Fig. 1: placed cells, one colour a class
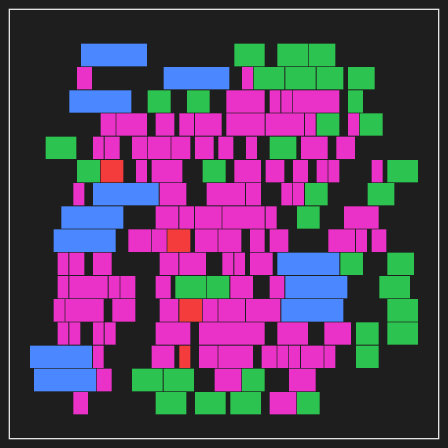
Fig. 2: supply network
The bar under the picture is 20 µm long. Pins as bars on the die edge.
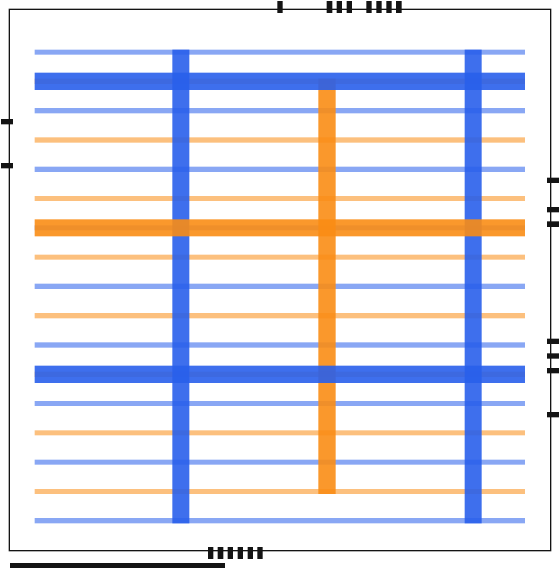
## src/rtl/scanner_node_if.sv

```systemverilog
// -----------------------------------------------------------------------------
// scanner_node_if
//
// Purpose:
//   Sample transfer port of the scanner node. The node presents one buffered
//   sample per cycle while it drains, and the downstream side paces it with
//   a ready signal. A sample is consumed on every rising edge where both
//   valid and ready are high.
//
// Signals:
//   valid  node -> sink  a sample is being presented
//   ready  sink -> node  the sink accepts the presented sample this cycle
//   index  node -> sink  buffer index of the presented sample (0 when !valid)
//
// Modports:
//   master  the scanner node (drives valid/index, observes ready)
//   slave   the downstream consumer (observes valid/index, drives ready)
// -----------------------------------------------------------------------------
interface scanner_node_if #(
  parameter int CW = 4
);

  logic          valid;
  logic          ready;
  logic [CW-1:0] index;

  modport master (
    output valid,
    output index,
    input  ready
  );

  modport slave (
    input  valid,
    input  index,
    output ready
  );

endinterface : scanner_node_if

```

## src/rtl/scanner_node.sv

```systemverilog
// -----------------------------------------------------------------------------
// scanner_node
//
// Purpose:
//   One node of a multi-scanner system. It walks the lifecycle
//   LOWPOWER -> STANDBY -> COLLECTING -> IDLE -> TRANSFERRING/FLUSHING ->
//   LOWPOWER, fills a buffer of DEPTH samples while collecting, and drains it
//   through a valid/ready transfer port. While collecting it emits peer
//   commands on the 2-bit comm bus at configurable fill levels so that a
//   cross-connected peer can be woken, started or flushed.
//
//   Every output is a Moore output decoded from the registered state, fill
//   level and flush timer; no input reaches an output combinationally.
//
// Parameters:
//   ID            instance identifier, no effect on logic
//   DEPTH         buffer capacity in samples (4 .. 2**CW-1)
//   CW            width of fill and transfer index
//   FLUSH_AT      fill level at which START_FLUSH is emitted (< DEPTH)
//   STANDBY_AT    fill level at which GO_TO_STANDBY is emitted (< DEPTH)
//   SCAN_AT       fill level at which START_SCAN is emitted (< DEPTH)
//   FLUSH_CYCLES  cycles spent in FLUSHING (1 .. 2**CW-1)
//
// Ports:
//   clk              in   rising-edge clock
//   reset            in   synchronous, active-low reset
//   i_user_power     in   manual wake, LOWPOWER -> STANDBY
//   i_user_scan      in   manual scan start, STANDBY -> COLLECTING
//   i_user_transfer  in   manual transfer request in IDLE
//   i_rx_comm        in   command from a peer (see comm_t)
//   o_tx_comm        out  command to a peer (see comm_t)
//   o_state          out  present lifecycle state code (see state_t)
//   o_fill           out  buffer occupancy, 0 .. DEPTH
//   o_busy           out  high in COLLECTING, TRANSFERRING or FLUSHING
//   xfer             if   transfer port, master side
// -----------------------------------------------------------------------------
module scanner_node #(
  parameter int ID           = 0,
  parameter int DEPTH        = 10,
  parameter int CW           = 4,
  parameter int FLUSH_AT     = 5,
  parameter int STANDBY_AT   = 7,
  parameter int SCAN_AT      = 8,
  parameter int FLUSH_CYCLES = 3
) (
  input  logic              clk,
  input  logic              reset,
  input  logic              i_user_power,
  input  logic              i_user_scan,
  input  logic              i_user_transfer,
  input  logic [1:0]        i_rx_comm,
  output logic [1:0]        o_tx_comm,
  output logic [2:0]        o_state,
  output logic [CW-1:0]     o_fill,
  output logic              o_busy,
  scanner_node_if.master    xfer
);

  // ---------------------------------------------------------------------------
  // Encodings
  // ---------------------------------------------------------------------------
  typedef enum logic [2:0] {
    S_LOWPOWER     = 3'd0,
    S_STANDBY      = 3'd1,
    S_COLLECTING   = 3'd2,
    S_IDLE         = 3'd3,
    S_TRANSFERRING = 3'd4,
    S_FLUSHING     = 3'd5
  } state_t;

  typedef enum logic [1:0] {
    COMM_INACTIVE   = 2'b00,
    COMM_GO_STANDBY = 2'b01,
    COMM_START_SCAN = 2'b10,
    COMM_START_FLSH = 2'b11
  } comm_t;

  // Parameter-derived constants, sized to the fill/timer width once so the
  // compares below stay width-clean.
  localparam logic [CW-1:0] L_ONE        = CW'(1);
  localparam logic [CW-1:0] L_DEPTH      = CW'(DEPTH);
  localparam logic [CW-1:0] L_DEPTH_M1   = CW'(DEPTH - 1);
  localparam logic [CW-1:0] L_FLUSH_AT   = CW'(FLUSH_AT);
  localparam logic [CW-1:0] L_STANDBY_AT = CW'(STANDBY_AT);
  localparam logic [CW-1:0] L_SCAN_AT    = CW'(SCAN_AT);
  localparam logic [CW-1:0] L_FLUSH_LAST = CW'(FLUSH_CYCLES - 1);

  // A parameter set outside the legal ranges shows up as this named scope in
  // the elaborated hierarchy; it carries no logic. ID is folded in so that a
  // negative identifier is flagged the same way.
  if ((DEPTH < 4) || ((2 ** CW) <= DEPTH) ||
      (FLUSH_AT >= DEPTH) || (STANDBY_AT >= DEPTH) || (SCAN_AT >= DEPTH) ||
      (FLUSH_CYCLES < 1) || (FLUSH_CYCLES >= (2 ** CW)) || (ID < 0))
  begin : g_illegal_parameters
  end

  // ---------------------------------------------------------------------------
  // State
  // ---------------------------------------------------------------------------
  state_t          r_state;
  logic [CW-1:0]   r_fill;
  logic [CW-1:0]   r_timer;

  state_t          w_state_nxt;
  logic [CW-1:0]   w_fill_nxt;
  logic [CW-1:0]   w_timer_nxt;

  // NOTE: reset is sampled only at the clock edge, so it sits inside the
  // edge-triggered block rather than in its sensitivity list.
  // NOTE: state registers use non-blocking assignments so every register
  // updates from the values that existed before the edge.
  always_ff @(posedge clk) begin
    if (!reset) begin
      r_state <= S_LOWPOWER;
      r_fill  <= '0;
      r_timer <= '0;
    end else begin
      r_state <= w_state_nxt;
      r_fill  <= w_fill_nxt;
      r_timer <= w_timer_nxt;
    end
  end

  // ---------------------------------------------------------------------------
  // Next-state logic
  // ---------------------------------------------------------------------------
  // NOTE: every signal written here gets a hold value first, so no path
  // through the case statement can leave one unassigned and infer a latch.
  always_comb begin
    w_state_nxt = r_state;
    w_fill_nxt  = r_fill;
    w_timer_nxt = r_timer;

    case (r_state)
      S_LOWPOWER: begin
        if (i_user_power || (i_rx_comm == COMM_GO_STANDBY)) begin
          w_state_nxt = S_STANDBY;
        end
      end

      S_STANDBY: begin
        if (i_user_scan || (i_rx_comm == COMM_START_SCAN)) begin
          w_state_nxt = S_COLLECTING;
          w_fill_nxt  = '0;
        end
      end

      // One sample per cycle; the last increment lands exactly on DEPTH so
      // the node spends DEPTH cycles here. Inputs are deliberately ignored.
      S_COLLECTING: begin
        if (r_fill >= L_DEPTH_M1) begin
          w_state_nxt = S_IDLE;
          w_fill_nxt  = L_DEPTH;
        end else begin
          w_fill_nxt  = r_fill + L_ONE;
        end
      end

      // A local transfer request wins over a peer flush arriving together.
      S_IDLE: begin
        if (i_user_transfer) begin
          w_state_nxt = S_TRANSFERRING;
        end else if (i_rx_comm == COMM_START_FLSH) begin
          w_state_nxt = S_FLUSHING;
          w_fill_nxt  = '0;
          w_timer_nxt = '0;
        end
      end

      // Drain one sample per accepted handshake. The <= compare also catches
      // an (unreachable) empty buffer so fill can never wrap below zero.
      S_TRANSFERRING: begin
        if (xfer.ready) begin
          if (r_fill <= L_ONE) begin
            w_state_nxt = S_LOWPOWER;
            w_fill_nxt  = '0;
          end else begin
            w_fill_nxt  = r_fill - L_ONE;
          end
        end
      end

      S_FLUSHING: begin
        w_fill_nxt = '0;
        if (r_timer >= L_FLUSH_LAST) begin
          w_state_nxt = S_LOWPOWER;
          w_timer_nxt = '0;
        end else begin
          w_timer_nxt = r_timer + L_ONE;
        end
      end

      // Codes 6 and 7 recover to a clean LOWPOWER.
      default: begin
        w_state_nxt = S_LOWPOWER;
        w_fill_nxt  = '0;
        w_timer_nxt = '0;
      end
    endcase
  end

  // ---------------------------------------------------------------------------
  // Moore output decode
  // ---------------------------------------------------------------------------
  always_comb begin
    o_tx_comm   = COMM_INACTIVE;
    o_busy      = 1'b0;
    xfer.valid  = 1'b0;
    xfer.index  = '0;

    case (r_state)
      // Peer commands fire at fixed fill levels; when levels coincide the
      // flush command outranks scan, which outranks standby.
      S_COLLECTING: begin
        o_busy = 1'b1;
        if (r_fill == L_FLUSH_AT) begin
          o_tx_comm = COMM_START_FLSH;
        end else if (r_fill == L_SCAN_AT) begin
          o_tx_comm = COMM_START_SCAN;
        end else if (r_fill == L_STANDBY_AT) begin
          o_tx_comm = COMM_GO_STANDBY;
        end
      end

      // The oldest remaining sample is DEPTH - fill, so the index runs
      // 0 .. DEPTH-1 as the buffer drains and freezes during a stall.
      S_TRANSFERRING: begin
        o_busy     = 1'b1;
        xfer.valid = 1'b1;
        xfer.index = L_DEPTH - r_fill;
      end

      S_FLUSHING: begin
        o_busy = 1'b1;
      end

      default: begin
        o_busy = 1'b0;
      end
    endcase
  end

  assign o_state = r_state;
  assign o_fill  = r_fill;

endmodule : scanner_node

```

## src/flat_wrapper.sv

```systemverilog
// flat-port wrapper written by rule: the top's interface ports become plain ports
module scanner_node_flat 
#(
  parameter int ID           = 0,
  parameter int DEPTH        = 10,
  parameter int CW           = 4,
  parameter int FLUSH_AT     = 5,
  parameter int STANDBY_AT   = 7,
  parameter int SCAN_AT      = 8,
  parameter int FLUSH_CYCLES = 3
)
  (clk, reset, i_user_power, i_user_scan, i_user_transfer, i_rx_comm, o_tx_comm, o_state, o_fill, o_busy, xfer_valid, xfer_index, xfer_ready);
  scanner_node_if #(.CW(CW)) xfer_i ();
  input  logic clk;
  input  logic reset;
  input  logic i_user_power;
  input  logic i_user_scan;
  input  logic i_user_transfer;
  input  logic [1:0] i_rx_comm;
  output logic [1:0] o_tx_comm;
  output logic [2:0] o_state;
  output logic [CW-1:0] o_fill;
  output logic o_busy;
  output wire logic [$bits(xfer_i.valid)-1:0] xfer_valid;
  output wire logic [$bits(xfer_i.index)-1:0] xfer_index;
  input wire logic [$bits(xfer_i.ready)-1:0] xfer_ready;
  assign xfer_valid = xfer_i.valid;
  assign xfer_index = xfer_i.index;
  assign xfer_i.ready = xfer_ready;
  scanner_node #(.ID(ID), .DEPTH(DEPTH), .CW(CW), .FLUSH_AT(FLUSH_AT), .STANDBY_AT(STANDBY_AT), .SCAN_AT(SCAN_AT), .FLUSH_CYCLES(FLUSH_CYCLES)) u_core (.clk(clk), .reset(reset), .i_user_power(i_user_power), .i_user_scan(i_user_scan), .i_user_transfer(i_user_transfer), .i_rx_comm(i_rx_comm), .o_tx_comm(o_tx_comm), .o_state(o_state), .o_fill(o_fill), .o_busy(o_busy), .xfer(xfer_i));
endmodule
```

## config.mk

```make
export PLATFORM = sky130hd
export DESIGN_NAME = scanner_node_flat
export DESIGN_NICKNAME = d
export VERILOG_FILES = /design/src/rtl/scanner_node_if.sv /design/src/rtl/scanner_node.sv /design/src/flat_wrapper.sv
export SDC_FILE = /design/constraint.sdc
export NUM_CORES = 1
export LEC_CHECK = 0
export CORE_MARGIN = 2
export CORE_UTILIZATION = 43
export CTS_CLUSTER_SIZE = 12
export DETAILED_ROUTE_END_ITERATION = 10
export PLACE_DENSITY = 0.73
export SYNTH_ARGS = -nofsm -noshare
export SYNTH_HDL_FRONTEND = slang
export SYNTH_SLANG_ARGS = --single-unit
```

## constraint.sdc

```tcl
create_clock -name clk -period 1.85 [get_ports clk]
set_input_delay 0.185 -clock clk [delete_from_list [all_inputs] [get_ports clk]]
set_output_delay 0.185 -clock clk [all_outputs]
set_load 0.02 [all_outputs]
```

==> changes_impl.md <==
## Flow update

- Comb gates: ~90
- Drt first-iter violations: 18
- Cts hold-fix bufs: 0
- CP max stage delay: 0.35 ns
- Placed insts: 172
- Slew headroom: 68.2%
- Initial antenna violation count: 0
- Top cell excl fill/tap: nor2_1
- EDFF count, synth: 0
- Net Count, Synth: 130
- Placed inst area: around 1200 µm²
- DR DRC count: 0
- Clock Tree Buf Depth: 2
- Clock Sinks: 11
- Arr. time, crit path: 1.60 ns
- Gr busiest metal: met2
- Fin crit period: 1.79 ns
- Setup CP Type: flop to output port
- Multi-input combinational area share: approximately 50%
- Outcome: finished clean
- Pleak: 0.539 nW
- Layout Cells excl Fill: 176
- Drt total wl: 2170 µm
- Overflow after GRT: 0
- WL met3: 68 µm
- RSZ-0062 raised after global routing: true
- Cell Type Count: roughly 47
- Gr usage total: 18.2%
- Storage cell area: between 200 and 250 µm²
- Post-synth ARST share: 0%
- H-tree depth: 1
- Seq cells: 11
- Well-Tap Cells: 27
- Cell internal pwr: 0.572 mW
- Vias in the first global route: 872
- Met1 WL: 1090 µm
- Area grow syn2layout: 36.7%
- Met2 WL: between 1000 and 1500 µm
- Hold Crit Class: flop to flop
- Post-synth regs: 11
- Post CTS Setup Buffer Count: 0
- Post-cts repair resize count: 8
- Layout cells sized above 1: 26.2%
- Top Layout Cells: nor2_1 (17), clkdlybuf4s50_1 (14), buf_4 (14)
- Largest net degree at the start of global routing: 15
- Chip Area, Yosys: 916 µm²
- Sequential Power Share: 29.9%
- Worst Slack Setup Final: about 0.06 ns
- Initial core utilization: 46.2%
- M2 GR Usage: around 30%
- Post-route ant nets: 0
- Clock Skews: 0.00501 ns
- Crit path buf inv count: 2
- FILL cells: 175
- Top FF cell, synth: dfxtp_1
- Clock-pin slew on the worst setup and hold paths: 0.07 ns
- CP delay by family, top: buffers and inverters
About Fig. 1:
class	colour	cells
clock drivers and dummy loads	red	4
combinational and other logic	magenta	98
remaining buffers and delay cells	green	36
sequential cells	blue	11
core area: 1980 µm²
num rows: 16
Layout Utilization: 63.2%
sequential cell area share: 17.9%
post-route cell area: 1250 µm²

About Fig. 2:
net	colour
VDD	orange
VSS	blue
met4 straps	3
signal pins	23
worst vdd ir: 0.516 mV
die width: 50.2 µm
die y size: 50.2 µm

[Yosys cell counts, types with 2 or more instances]
| library cell | count |
|---|---|
| ha_1 | 5 |
| and2b_2 | 2 |
| inv_1 | 6 |
| o31ai_1 | 2 |
| a31oi_1 | 2 |
| or3b_1 | 2 |
| nor2b_1 | 3 |
| nor2_1 | 17 |
| o22ai_1 | 2 |
| o21ai_0 | 5 |
| buf_6 | 4 |
| a21oi_1 | 9 |
| nand2_1 | 6 |
| clkbuf_1 | 2 |
| nand3_1 | 4 |
| nor3_1 | 2 |
| dfxtp_1 | 11 |
| or4_1 | 2 |
| o211ai_1 | 2 |
| a22oi_1 | 2 |
[power by group through the flow]
stage	sequential (mW)	clock (mW)	combinational [mW]
after global routing	0.275	0.176	0.509
after CTS	0.271	0.167	0.464
after floorplan	0.299	0	0.302
final	0.272	0.163	0.473
after detailed placement	0.277	0	0.470
after global placement	0.274	0	0.463
[final timing paths]
kind / startpoint / endpoint / slack (ns) / cells past startpoint
worst min register to register: u_core.r_timer[3]$_SDFFE_PN0P_ / u_core.r_timer[3]$_SDFFE_PN0P_ / 0.49 / 1
worst max register to register: u_core.o_fill[0]$_SDFFE_PN0P_ / u_core.o_state[1]$_SDFFE_PN0P_ / 0.09 / 7
worst min-delay path: u_core.r_timer[3]$_SDFFE_PN0P_ / u_core.r_timer[3]$_SDFFE_PN0P_ / 0.49 / 1
worst max-delay path: u_core.o_fill[0]$_SDFFE_PN0P_ / o_tx_comm[1] / 0.06 / 6
[logic make-up (layout without fill, tap and decap cells)]
kind of cell / after synthesis / count (layout) / share of synthesized area, %
flops: 11 / 11 / 24.0
buf+inv: 15 / 47 / 9.97
fa+ha+maj: 5 / 5 / 6.83
compound gates: 31 / 31 / 22.4
simple gates: 53 / 53 / 34.8
xor+xnor: 2 / 2 / 1.91
No activity file was given, so power comes from the tool's default toggle rates.
